Fig. 1: run 1, placement density heat map
13 x 13 tiles, from white (low) to dark blue (high), 0 to 100% covered.
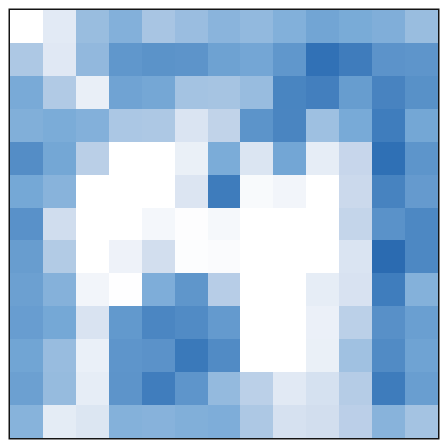
Fig. 2: run 1, met3 routing
Scale bar: 50 um.
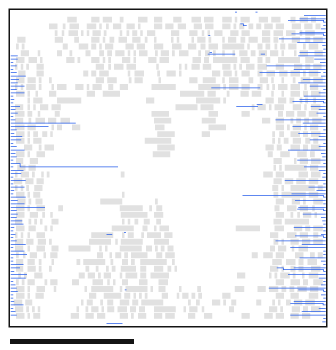
Fig. 3: run 1, met1 routing
Scale bar: 50 um.
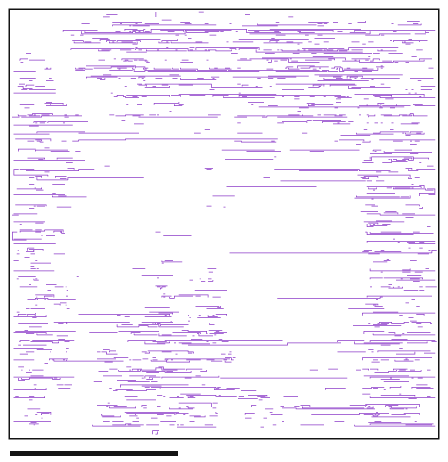
## src/rtl/zeroriscy_bus_pkg.sv

```systemverilog
// Shared definitions for the zero-riscy data-side bus: master identifiers
// and the default depth of the outstanding-transaction queue.
package zeroriscy_bus_pkg;

    typedef enum logic {
        MASTER_LSU = 1'b0,
        MASTER_DBG = 1'b1
    } master_id_e;

    localparam int ID_W              = 1;
    localparam int NUM_MASTERS       = 2;
    localparam int DEFAULT_MAX_OUTST = 2;

endpackage

```

## src/rtl/zeroriscy_data_arbiter_if.sv

```systemverilog
// Bundles the two master ports and the memory-side port of the data arbiter.
// The slave modport is the arbiter's view; the master modport drives it.
interface zeroriscy_data_arbiter_if;

    logic [1:0]  m_req_i;
    logic [63:0] m_addr_i;
    logic [1:0]  m_we_i;
    logic [7:0]  m_be_i;
    logic [63:0] m_wdata_i;
    logic [1:0]  m_lock_i;
    logic [1:0]  m_gnt_o;
    logic [1:0]  m_rvalid_o;
    logic [1:0]  m_err_o;
    logic [31:0] m_rdata_o;

    logic        data_req_o;
    logic [31:0] data_addr_o;
    logic        data_we_o;
    logic [3:0]  data_be_o;
    logic [31:0] data_wdata_o;
    logic        data_gnt_i;
    logic        data_rvalid_i;
    logic        data_err_i;
    logic [31:0] data_rdata_i;

    modport slave (
        input  m_req_i, m_addr_i, m_we_i, m_be_i, m_wdata_i, m_lock_i,
        output m_gnt_o, m_rvalid_o, m_err_o, m_rdata_o,
        output data_req_o, data_addr_o, data_we_o, data_be_o, data_wdata_o,
        input  data_gnt_i, data_rvalid_i, data_err_i, data_rdata_i
    );

    modport master (
        output m_req_i, m_addr_i, m_we_i, m_be_i, m_wdata_i, m_lock_i,
        input  m_gnt_o, m_rvalid_o, m_err_o, m_rdata_o,
        input  data_req_o, data_addr_o, data_we_o, data_be_o, data_wdata_o,
        output data_gnt_i, data_rvalid_i, data_err_i, data_rdata_i
    );

endinterface

```

## src/rtl/zeroriscy_id_fifo.sv

```systemverilog
// Small FIFO of owner IDs for granted-but-unanswered transactions.
// A push into a full FIFO is accepted when a pop happens in the same cycle.
module zeroriscy_id_fifo #(
    parameter int DEPTH = 2,
    parameter int WIDTH = 1
) (
    input  logic                         clk,
    input  logic                         rst_n,
    input  logic                         push,
    input  logic [WIDTH-1:0]             push_data,
    input  logic                         pop,
    output logic [WIDTH-1:0]             head,
    output logic                         full,
    output logic                         empty,
    output logic [$clog2(DEPTH+1)-1:0]   count
);

    localparam int PTR_W = (DEPTH > 1) ? $clog2(DEPTH) : 1;
    localparam int CNT_W = $clog2(DEPTH + 1);

    logic [WIDTH-1:0] mem [DEPTH];
    logic [PTR_W-1:0] wr_ptr;
    logic [PTR_W-1:0] rd_ptr;
    logic             do_push;
    logic             do_pop;

    // Pointers wrap explicitly so non-power-of-two depths work.
    function automatic logic [PTR_W-1:0] next_ptr(input logic [PTR_W-1:0] p);
        return (p == PTR_W'(DEPTH - 1)) ? '0 : p + PTR_W'(1);
    endfunction

    always_comb begin
        empty   = (count == '0);
        full    = (count == CNT_W'(DEPTH));
        do_pop  = pop & ~empty;
        do_push = push & (~full | do_pop);
        head    = mem[rd_ptr];
    end

    always_ff @(posedge clk or negedge rst_n) begin
        if (!rst_n) begin
            wr_ptr <= '0;
            rd_ptr <= '0;
            count  <= '0;
        end else begin
            if (do_push) wr_ptr <= next_ptr(wr_ptr);
            if (do_pop)  rd_ptr <= next_ptr(rd_ptr);
            case ({do_push, do_pop})
                2'b10:   count <= count + CNT_W'(1);
                2'b01:   count <= count - CNT_W'(1);
                default: count <= count;
            endcase
        end
    end

    always_ff @(posedge clk) begin
        if (do_push) mem[wr_ptr] <= push_data;
    end

endmodule

```

## src/rtl/zeroriscy_data_arbiter.sv

```systemverilog
// Two-master arbiter for the zero-riscy data port: LSU and debug/DMA share
// one memory port, with hold, lock and round-robin selection.
module zeroriscy_data_arbiter
    import zeroriscy_bus_pkg::*;
#(
    parameter int MAX_OUTST  = DEFAULT_MAX_OUTST,
    parameter int RESET_PRIO = 0
) (
    input  logic                     clk,
    input  logic                     rst_n,
    zeroriscy_data_arbiter_if.slave  bus,
    output logic                     busy_o,
    output logic                     proto_err_o
);

    localparam int CNT_W = $clog2(MAX_OUTST + 1);

    master_id_e       sel;
    master_id_e       hold_id;
    master_id_e       lock_id;
    master_id_e       rr_last;
    master_id_e       head_id;
    logic             hold_valid;
    logic             lock_valid;
    logic             data_req;
    logic             grant;
    logic             pop;
    logic             fifo_full;
    logic             fifo_empty;
    logic [ID_W-1:0]  head_raw;
    logic [CNT_W-1:0] outst_cnt;

    // Selection: a stalled request stays put, then a lock, then round-robin.
    always_comb begin
        sel = MASTER_LSU;
        if (!rst_n) begin
            sel = MASTER_LSU;
        end else if (hold_valid) begin
            sel = hold_id;
        end else if (lock_valid) begin
            sel = lock_id;
        end else begin
            case (bus.m_req_i)
                2'b10:   sel = MASTER_DBG;
                2'b11:   sel = (rr_last == MASTER_LSU) ? MASTER_DBG : MASTER_LSU;
                default: sel = MASTER_LSU;
            endcase
        end
    end

    // A response in the same cycle frees a slot, so a full queue can still forward.
    always_comb begin
        head_id  = master_id_e'(head_raw);
        pop      = bus.data_rvalid_i & ~fifo_empty;
        data_req = rst_n & bus.m_req_i[sel] & (~fifo_full | pop);
        grant    = data_req & bus.data_gnt_i;

        bus.data_req_o   = data_req;
        bus.data_addr_o  = (sel == MASTER_DBG) ? bus.m_addr_i[63:32]  : bus.m_addr_i[31:0];
        bus.data_wdata_o = (sel == MASTER_DBG) ? bus.m_wdata_i[63:32] : bus.m_wdata_i[31:0];
        bus.data_be_o    = (sel == MASTER_DBG) ? bus.m_be_i[7:4]      : bus.m_be_i[3:0];
        bus.data_we_o    = bus.m_we_i[sel];

        bus.m_gnt_o             = '0;
        bus.m_gnt_o[sel]        = grant;
        bus.m_rvalid_o          = '0;
        bus.m_rvalid_o[head_id] = pop;
        bus.m_err_o             = '0;
        bus.m_err_o[head_id]    = pop & bus.data_err_i;
        bus.m_rdata_o           = rst_n ? bus.data_rdata_i : '0;

        busy_o = (outst_cnt != '0) | data_req;
    end

    always_ff @(posedge clk or negedge rst_n) begin
        if (!rst_n) begin
            hold_valid  <= 1'b0;
            hold_id     <= MASTER_LSU;
            lock_valid  <= 1'b0;
            lock_id     <= MASTER_LSU;
            rr_last     <= (RESET_PRIO == 0) ? MASTER_DBG : MASTER_LSU;
            proto_err_o <= 1'b0;
        end else begin
            hold_valid <= data_req & ~bus.data_gnt_i;
            hold_id    <= sel;
            if (grant) begin
                rr_last    <= sel;
                lock_valid <= bus.m_lock_i[sel];
                lock_id    <= sel;
            end
            if (bus.data_rvalid_i && fifo_empty) proto_err_o <= 1'b1;
        end
    end

    zeroriscy_id_fifo #(
        .DEPTH (MAX_OUTST),
        .WIDTH (ID_W)
    ) u_owner_fifo (
        .clk       (clk),
        .rst_n     (rst_n),
        .push      (grant),
        .push_data (ID_W'(sel)),
        .pop       (pop),
        .head      (head_raw),
        .full      (fifo_full),
        .empty     (fifo_empty),
        .count     (outst_cnt)
    );

endmodule

```

## src/flat_wrapper.sv

```systemverilog
// flat-port wrapper written by rule: the top's interface ports become plain ports
module zeroriscy_data_arbiter_flat import zeroriscy_bus_pkg::*;
#(
    parameter int MAX_OUTST  = DEFAULT_MAX_OUTST,
    parameter int RESET_PRIO = 0
)
  (clk, rst_n, busy_o, proto_err_o, bus_m_req_i, bus_m_addr_i, bus_m_we_i, bus_m_be_i, bus_m_wdata_i, bus_m_lock_i, bus_m_gnt_o, bus_m_rvalid_o, bus_m_err_o, bus_m_rdata_o, bus_data_req_o, bus_data_addr_o, bus_data_we_o, bus_data_be_o, bus_data_wdata_o, bus_data_gnt_i, bus_data_rvalid_i, bus_data_err_i, bus_data_rdata_i);
  zeroriscy_data_arbiter_if bus_i ();
  input  logic clk;
  input  logic rst_n;
  output logic busy_o;
  output logic proto_err_o;
  input wire logic [$bits(bus_i.m_req_i)-1:0] bus_m_req_i;
  input wire logic [$bits(bus_i.m_addr_i)-1:0] bus_m_addr_i;
  input wire logic [$bits(bus_i.m_we_i)-1:0] bus_m_we_i;
  input wire logic [$bits(bus_i.m_be_i)-1:0] bus_m_be_i;
  input wire logic [$bits(bus_i.m_wdata_i)-1:0] bus_m_wdata_i;
  input wire logic [$bits(bus_i.m_lock_i)-1:0] bus_m_lock_i;
  output wire logic [$bits(bus_i.m_gnt_o)-1:0] bus_m_gnt_o;
  output wire logic [$bits(bus_i.m_rvalid_o)-1:0] bus_m_rvalid_o;
  output wire logic [$bits(bus_i.m_err_o)-1:0] bus_m_err_o;
  output wire logic [$bits(bus_i.m_rdata_o)-1:0] bus_m_rdata_o;
  output wire logic [$bits(bus_i.data_req_o)-1:0] bus_data_req_o;
  output wire logic [$bits(bus_i.data_addr_o)-1:0] bus_data_addr_o;
  output wire logic [$bits(bus_i.data_we_o)-1:0] bus_data_we_o;
  output wire logic [$bits(bus_i.data_be_o)-1:0] bus_data_be_o;
  output wire logic [$bits(bus_i.data_wdata_o)-1:0] bus_data_wdata_o;
  input wire logic [$bits(bus_i.data_gnt_i)-1:0] bus_data_gnt_i;
  input wire logic [$bits(bus_i.data_rvalid_i)-1:0] bus_data_rvalid_i;
  input wire logic [$bits(bus_i.data_err_i)-1:0] bus_data_err_i;
  input wire logic [$bits(bus_i.data_rdata_i)-1:0] bus_data_rdata_i;
  assign bus_i.m_req_i = bus_m_req_i;
  assign bus_i.m_addr_i = bus_m_addr_i;
  assign bus_i.m_we_i = bus_m_we_i;
  assign bus_i.m_be_i = bus_m_be_i;
  assign bus_i.m_wdata_i = bus_m_wdata_i;
  assign bus_i.m_lock_i = bus_m_lock_i;
  assign bus_m_gnt_o = bus_i.m_gnt_o;
  assign bus_m_rvalid_o = bus_i.m_rvalid_o;
  assign bus_m_err_o = bus_i.m_err_o;
  assign bus_m_rdata_o = bus_i.m_rdata_o;
  assign bus_data_req_o = bus_i.data_req_o;
  assign bus_data_addr_o = bus_i.data_addr_o;
  assign bus_data_we_o = bus_i.data_we_o;
  assign bus_data_be_o = bus_i.data_be_o;
  assign bus_data_wdata_o = bus_i.data_wdata_o;
  assign bus_i.data_gnt_i = bus_data_gnt_i;
  assign bus_i.data_rvalid_i = bus_data_rvalid_i;
  assign bus_i.data_err_i = bus_data_err_i;
  assign bus_i.data_rdata_i = bus_data_rdata_i;
  zeroriscy_data_arbiter #(.MAX_OUTST(MAX_OUTST), .RESET_PRIO(RESET_PRIO)) u_core (.clk(clk), .rst_n(rst_n), .bus(bus_i), .busy_o(busy_o), .proto_err_o(proto_err_o));
endmodule
```

## config.mk

```make
export PLATFORM = sky130hd
export DESIGN_NAME = zeroriscy_data_arbiter_flat
export DESIGN_NICKNAME = d
export VERILOG_FILES = /design/src/rtl/zeroriscy_bus_pkg.sv /design/src/rtl/zeroriscy_data_arbiter_if.sv /design/src/rtl/zeroriscy_id_fifo.sv /design/src/rtl/zeroriscy_data_arbiter.sv /design/src/flat_wrapper.sv
export SDC_FILE = /design/constraint.sdc
export NUM_CORES = 1
export LEC_CHECK = 0
export ABC_AREA = 1
export ABC_CLOCK_PERIOD_IN_PS = 2400
export CELL_PAD_IN_SITES_DETAIL_PLACEMENT = 1
export CELL_PAD_IN_SITES_GLOBAL_PLACEMENT = 1
export CORE_UTILIZATION = 11
export CTS_CLUSTER_SIZE = 25
export DETAILED_ROUTE_END_ITERATION = 6
export GPL_ROUTABILITY_DRIVEN = 0
export MAX_ROUTING_LAYER = met4
export PLACE_DENSITY = 0.86
export SLEW_MARGIN = 15
export SYNTH_ARGS = -nofsm -noshare
export SYNTH_HDL_FRONTEND = slang
export SYNTH_SLANG_ARGS = --single-unit
```

## constraint.sdc

```tcl
create_clock -name clk -period 2.4 [get_ports clk]
set_clock_uncertainty 0.15 [all_clocks]
set_input_delay 0.6 -clock clk [delete_from_list [all_inputs] [get_ports clk]]
set_output_delay 0.6 -clock clk [all_outputs]
set_load 0.02 [all_outputs]
```

==> flow_summary_export.csv, run 1 <==
group,metric,value,unit
clock_network,cts_max_path_buffers,2,
layout,most_numerous_logic_cells_after_layout,"clkdlybuf4s50_1 (175), nand2_1 (158), buf_6 (77)",
timing,post-route-min-period,2.54,ns
logic_synthesis,enable_flop_cells,2,
pwr,pg_comb,0.00314,W
logic_synthesis,synth.top_cells.by_area,"nand2_1 (56%), dfrtp_1 (13%), inv_1 (9.9%), buf_4 (3.5%), edfxtp_1 (3.5%)",
logic_synthesis,ys_sh_xor,1.51,%
logic_synthesis,post_synthesis_sequential_area_ratio,17.9,%
logic_synthesis,synth.yosys.chip_area,1740,sq um
critical_path,path_cells,"nand2_2, nand3_2, nand2_2, nand2_4, buf_6, buf_12, buf_8, nand2_1, nand2_2, buf_6",
logic_synthesis,synth_top_area_share,55.5,%
drt,route.vias.total,3535,
layout,fraction_of_layout_cells_with_a_size_suffix_above_1,35.8,%
layout,ff_latch_area,312,sq um
clock_network,tritoncts.num_buffers,3,
layout,biggestCellCategory,"buffers",
timing,drv_slew,0,
critical_path,worst-path-stages,10,
grt,met3_usage,2.42,%
layout,area.growth.synth_to_final,255,%
logic_synthesis,synth.area.mux_share,0,%
logic_synthesis,synth_nets,543,
grt,use_met2,29.1,%
drt,drt_first_iter_violations,78,
grt,grt_use_met1,16.7,%
drt,drt-total-wl,14200,um
floorplanning,number_of_i_o_pins,289,
timing,worst_slack,-0.136,ns
logic_synthesis,syn_area_per_cell,4.78,sq um
place,post-dp-hpwl,9860,um
layout,mi_logic_area,1580,sq um
logic_synthesis,synth-cells-yosys,363,
critical_path,slowest_delay,0.53,ns
logic_synthesis,yosys.cell_count.top_type,"nand2_1",
outcome,failed_checks,"negative setup slack",
critical_path,critical_path.endpoint_type,"primary output",
run,drv_cap,0,
layout,final-nonclk-buf-share,59.8,%
layout,area.share.combinational,25.7,%
floorplanning,floorplan.die_area,16300,sq um
critical_path,cp_top_family,"flip-flops",
outcome,outcome,"finished, violations left",
logic_synthesis,syn_area,1740,sq um
pwr,pwr-share-seq,8.8,%
pwr,design_power_total,0.00382,W
layout,n_sequential_cell,12,
logic_synthesis,synth-main-ff-cell,"dfrtp_1",
logic_synthesis,netlist_top_cells_count,"nand2_1 (257), inv_1 (46), dfrtp_1 (9)",
layout,fin_util,40.2,%
layout,inverters_excl_clock,48,
pwr,switching_power,0.00167,W
logic_synthesis,synth_warnings,0,
layout,instances_no_fill,900,
timing,finish_stage_setup_viols,71,
floorplanning,rows,45,
drt,top_signal_layer_used,"met4",
logic_synthesis,synthCells,363,
floorplanning,design.core.area,15300,sq um
timing,tightest_slew,0.260,ns
place,numPlacedInstances,867,
critical_path,cp_num_buf_inv,4,
run,tool_warnings,28,
place,portBuffers,288,
drt,wl_met2,7450,um
floorplanning,well_tap_count,211,
layout,layout_filler_cell_count,1820,
grt,maximum_number_of_pins_on_one_net_before_global_route_repair,35,
critical_path,crit-reg2reg-launch,"u_core.rr_last",
timing,holdWs,0.140,ns
clock_network,post_cts.repair.setup_buffers,8,
critical_path,setup.worst_path.end,"bus_data_be_o[0]",
drt,drc_viols,0,
critical_path,cp_data_arrival_time,1.79,ns
timing,hold_viol_final,0,
layout,final_common_cell,"clkdlybuf4s50_1",
logic_synthesis,synth.distinct_cells,24,
timing,final.period_utilization,106,%
logic_synthesis,synth.cellmix.simpleShare,61.0,%
clock_network,cts-hold-fix-buffers,0,
drt,post_drt_wl_per_cell,15.8,um
Back to the opening pictures, Fig. 1:
nearly empty tiles: 15%
densest ninth of the die: upper right
tiles over 75% full: 0.60%
emptiest ninth of the die: center

Back to the opening pictures, Fig. 2:
nets with wire on the layer: 178
share of all routed wire: 7.5%
longest straight run: 39.3 um
wire length on this layer: 1060 um
main direction: horizontal

Back to the opening pictures, Fig. 3:
main direction: horizontal
nets with wire on the layer: 723
wire length on this layer: 5530 um

Fig. 4: run 1, routing congestion
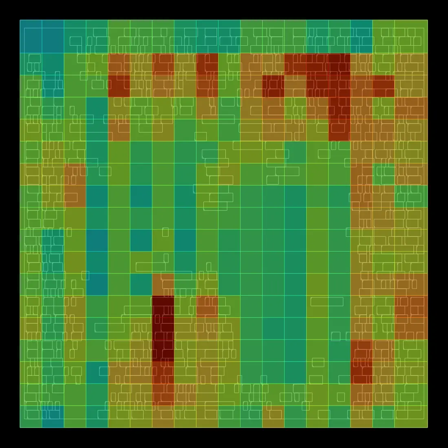

==> run 2, diff against run 1 <==
--- a/config.mk
+++ b/config.mk
@@ -9,8 +9,9 @@
 export ABC_CLOCK_PERIOD_IN_PS = 2400
 export CELL_PAD_IN_SITES_DETAIL_PLACEMENT = 1
 export CELL_PAD_IN_SITES_GLOBAL_PLACEMENT = 1
+export CORE_MARGIN = 2
 export CORE_UTILIZATION = 11
-export CTS_CLUSTER_SIZE = 25
+export CTS_CLUSTER_SIZE = 12
 export DETAILED_ROUTE_END_ITERATION = 6
 export GPL_ROUTABILITY_DRIVEN = 0
 export MAX_ROUTING_LAYER = met4
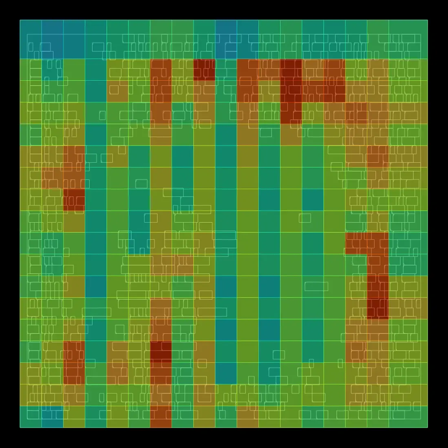
Fig. 5. Routing congestion (run 2).
global-route track usage on met2: 29.0%
global routing's busiest layer: met2
routing usage on met1: 14.8%
met3 usage: 2.56%
global-route total usage across every layer: 14.5%

==> flow_summary_export.csv, run 2 <==
group,metric,value,unit
outcome,outcome,"finished, violations left",
outcome,failed_checks,"negative setup slack",
critical_path,crit_path_start,"u_core.hold_valid",
clock_network,cts-hold-fix-buffers,0,
timing,max_slew_margin,72.3,%
timing,drv_slew,0,
logic_synthesis,synth.yosys.chip_area,1740,sq um
layout,most_numerous_logic_cells_after_layout,"clkdlybuf4s50_1 (175), nand2_1 (141), nand2_2 (76)",
critical_path,crit_path_top_delay_cell,"dfrtp_1",
layout,area.growth.synth_to_final,247,%
layout,inverters_excl_clock,47,
layout,n_sequential_cell,12,
layout,fraction_of_layout_cells_with_a_size_suffix_above_1,39.2,%
critical_path,critical_path_required,1.65,ns
grt,antenna_found_initial,1,
layout,layout_filler_cell_count,1871,
clock_network,cts_root_buf,"clkbuf_16",
logic_synthesis,enable_flop_cells,2,
logic_synthesis,synth.cellmix.simpleShare,61.0,%
critical_path,slowest_delay,0.41,ns
clock_network,post_cts.repair.setup_buffers,10,
logic_synthesis,synth-cells-yosys,363,
layout,instances_no_fill,896,
run,tool_warnings,28,
critical_path,worst_r2r_endpoint,"u_core.u_owner_fifo.count[1]",
grt,gr-total-overflow,0,
logic_synthesis,synth-async-reset-ratio,83.3,%
place,numPlacedInstances,877,
layout,diodes,1,
layout,ff_latch_area,312,sq um
floorplanning,number_of_i_o_pins,289,
drt,wl_met2,7710,um
layout,mi_logic_area,1730,sq um
place,post-dp-hpwl,10600,um
layout,area.share.combinational,28.6,%
timing,tightest_slew,0.411,ns
pwr,maxPowerGroup,"combinational cells",
logic_synthesis,synth_nets,543,
clock_network,cts_max_level,1,
floorplanning,rows,45,
layout,fin_util,39.4,%
pwr,power_switching_share,45.5,%
logic_synthesis,synth.top_cells.by_area,"nand2_1 (56%), dfrtp_1 (13%), inv_1 (9.9%), buf_4 (3.5%), edfxtp_1 (3.5%)",
timing,holdWs,0.149,ns
pwr,pwr-share-seq,8.9,%
critical_path,cp_top_family,"buffers and inverters",
critical_path,path_cells,"buf_6, a21boi_4, nand2_8, buf_4, buf_16, nand2_1, nand2_1, buf_4",
timing,rsz0062_at_grt,"yes",
clock_network,cts_max_path_buffers,2,
pwr,pg_comb,0.00300,W
layout,layout_top_registers,"u_core.u_owner_fifo.count x2, u_core.u_owner_fifo.mem x2",
logic_synthesis,synth_warnings,0,
timing,worst_slack,-0.107,ns
timing,post-route-min-period,2.51,ns
logic_synthesis,synth-main-ff-cell,"dfrtp_1",
layout,final_common_cell,"clkdlybuf4s50_1",
critical_path,timing.critical_path.fanout_max,12,
logic_synthesis,synth_top_area_share,55.5,%
timing,tns,-3.43,ns
logic_synthesis,synthAdderAreaFrac,0.720,%
critical_path,worstSetupStartpointType,"register",
layout,layout.clock.cell_area_share,1.31,%
logic_synthesis,syn_area_per_cell,4.78,sq um
drt,detailroute.wirelength.met3,1130,um
logic_synthesis,yosys.cell_count.top_type,"nand2_1",
layout,final.signal_buffer_count,335,
timing,finish_stage_setup_viols,67,
floorplanning,floorplan.die_area,16800,sq um
layout,finalInstanceArea,6030,sq um
timing,final.period_utilization,104,%
floorplanning,die-width,130,um
critical_path,timing_worst_setup_path_type,"register to primary output",
logic_synthesis,post_synthesis_sequential_area_ratio,17.9,%
layout,num-clock-buffers,3,
layout,fin_nets,865,
drt,route.vias.total,3496,
logic_synthesis,synthCells,363,
drt,post_drt_wl_per_cell,15.8,um
drt,drt-total-wl,14100,um
logic_synthesis,post-synth-top-area-cell,"nand2_1",
place,place_area,5110,sq um
pwr,power.sequential.total,0.000323,W
pwr,leakage,3.12,nW
pwr,pwr-share-clk,8.6,%
logic_synthesis,synth.ff_latch_count,12,
layout,multiInputCombCellCount,286,
logic_synthesis,syn_area,1740,sq um
clock_network,clk_latency,0.25,ns
layout,final-nonclk-buf-share,57.2,%
pwr,power_report.internal_total,0.00198,W
timing,hold_viol_final,0,
logic_synthesis,ys_sh_xor,1.51,%
clock_network,tritoncts.num_buffers,3,
floorplanning,design.core.area,15300,sq um
layout,biggestCellCategory,"buffers",
floorplanning,well_tap_count,211,
logic_synthesis,synth.area.mux_share,0,%
logic_synthesis,netlist_top_cells_count,"nand2_1 (257), inv_1 (46), dfrtp_1 (9)",
run,drv_cap,0,
critical_path,worst-path-stages,8,
place,portBuffers,288,
drt,drt_first_iter_violations,90,
pwr,design_power_total,0.00364,W
drt,drc_viols,0,
critical_path,setup.worst_path.end,"bus_data_be_o[2]",
drt,dr.pass1.iters,4,
pwr,combinationalPowerShare,82.5,%
grt,maximum_number_of_pins_on_one_net_before_global_route_repair,37,
critical_path,cp_num_buf_inv,4,
drt,top_signal_layer_used,"met4",
critical_path,crit-reg2reg-launch,"u_core.rr_last",
logic_synthesis,synth.distinct_cells,24,
critical_path,critical_path.endpoint_type,"primary output",
grt,grt_pass1_wl,18400,um
pwr,switching_power,0.00165,W
floorplanning,floorplanUtilization,11.3,%
critical_path,cp_data_arrival_time,1.76,ns
drt,routed_via_density,3.90,
==> run 3, diff against run 2 <==
--- a/config.mk
+++ b/config.mk
@@ -7,6 +7,7 @@
 export LEC_CHECK = 0
 export ABC_AREA = 1
 export ABC_CLOCK_PERIOD_IN_PS = 2400
+export CAP_MARGIN = 25
 export CELL_PAD_IN_SITES_DETAIL_PLACEMENT = 1
 export CELL_PAD_IN_SITES_GLOBAL_PLACEMENT = 1
 export CORE_MARGIN = 2
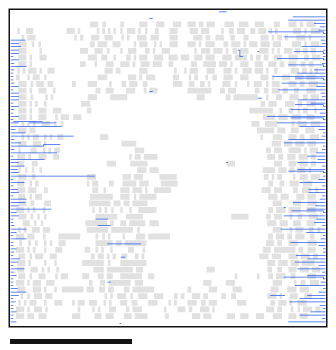
Fig. 6. Met3 routing (run 3).
Scale bar: 50 um.
nets with wire on the layer: 188
main direction: horizontal
longest straight run: 34.3 um
wire length on this layer: 1130 um

==> flow_summary_export.csv, run 3 <==
group,metric,value,unit
layout,num-clock-buffers,3,
drt,routed_via_density,3.90,
timing,max_slew_margin,72.3,%
pwr,design_power_total,0.00364,W
critical_path,cp_data_arrival_time,1.76,ns
layout,ff_latch_area,312,sq um
layout,area.share.combinational,28.6,%
grt,maximum_number_of_pins_on_one_net_before_global_route_repair,37,
logic_synthesis,synth.top_cells.by_area,"nand2_1 (56%), dfrtp_1 (13%), inv_1 (9.9%), buf_4 (3.5%), edfxtp_1 (3.5%)",
pwr,pwr-share-seq,8.9,%
critical_path,crit-reg2reg-launch,"u_core.rr_last",
drt,drt_first_iter_violations,90,
place,place_area,5110,sq um
layout,layout_filler_cell_count,1871,
clock_network,post_cts.repair.setup_buffers,10,
layout,area.growth.synth_to_final,247,%
layout,most_numerous_logic_cells_after_layout,"clkdlybuf4s50_1 (175), nand2_1 (141), nand2_2 (76)",
grt,grt_use_met1,14.8,%
critical_path,timing.critical_path.fanout_max,12,
critical_path,cp_num_buf_inv,4,
layout,final.signal_buffer_count,335,
outcome,failed_checks,"negative setup slack",
drt,wl_met2,7710,um
run,tool_warnings,28,
critical_path,worst-path-stages,8,
critical_path,crit_path_start,"u_core.hold_valid",
drt,drc_viols,0,
drt,dr.pass1.iters,4,
critical_path,critical_path_required,1.65,ns
clock_network,tritoncts.num_buffers,3,
logic_synthesis,ys_sh_xor,1.51,%
logic_synthesis,synth.yosys.chip_area,1740,sq um
timing,worst_slack,-0.107,ns
layout,fin_util,39.4,%
pwr,power_switching_share,45.5,%
floorplanning,floorplan.die_area,16800,sq um
outcome,outcome,"finished, violations left",
critical_path,timing_worst_setup_path_type,"register to primary output",
grt,gr-total-overflow,0,
pwr,power.sequential.total,0.000323,W
pwr,power_report.internal_total,0.00198,W
drt,top_signal_layer_used,"met4",
critical_path,crit_path_top_delay_cell,"dfrtp_1",
floorplanning,rows,45,
critical_path,path_cells,"buf_6, a21boi_4, nand2_8, buf_4, buf_16, nand2_1, nand2_1, buf_4",
place,post-dp-hpwl,10600,um
logic_synthesis,enable_flop_cells,2,
logic_synthesis,yosys.cell_count.top_type,"nand2_1",
place,portBuffers,288,
layout,multiInputCombCellCount,286,
layout,mi_logic_area,1730,sq um
timing,rsz0062_at_grt,"yes",
grt,grt.total_usage,14.5,%
clock_network,cts-hold-fix-buffers,0,
layout,diodes,1,
timing,drv_slew,0,
grt,grt.busiest_layer,"met2",
layout,n_sequential_cell,12,
logic_synthesis,synthCells,363,
grt,antenna_found_initial,1,
pwr,combinationalPowerShare,82.5,%
pwr,pwr-share-clk,8.6,%
layout,fraction_of_layout_cells_with_a_size_suffix_above_1,39.2,%
critical_path,cp_top_family,"buffers and inverters",
timing,finish_stage_setup_viols,67,
logic_synthesis,synth.area.mux_share,0,%
drt,drt-total-wl,14100,um
layout,final-nonclk-buf-share,57.2,%
logic_synthesis,synth-cells-yosys,363,
logic_synthesis,synth_nets,543,
pwr,maxPowerGroup,"combinational cells",
logic_synthesis,synth-main-ff-cell,"dfrtp_1",
clock_network,clk_latency,0.25,ns
pwr,switching_power,0.00165,W
critical_path,critical_path.endpoint_type,"primary output",
timing,holdWs,0.149,ns
logic_synthesis,synth.ff_latch_count,12,
Power is estimated from default activity; no workload was simulated.
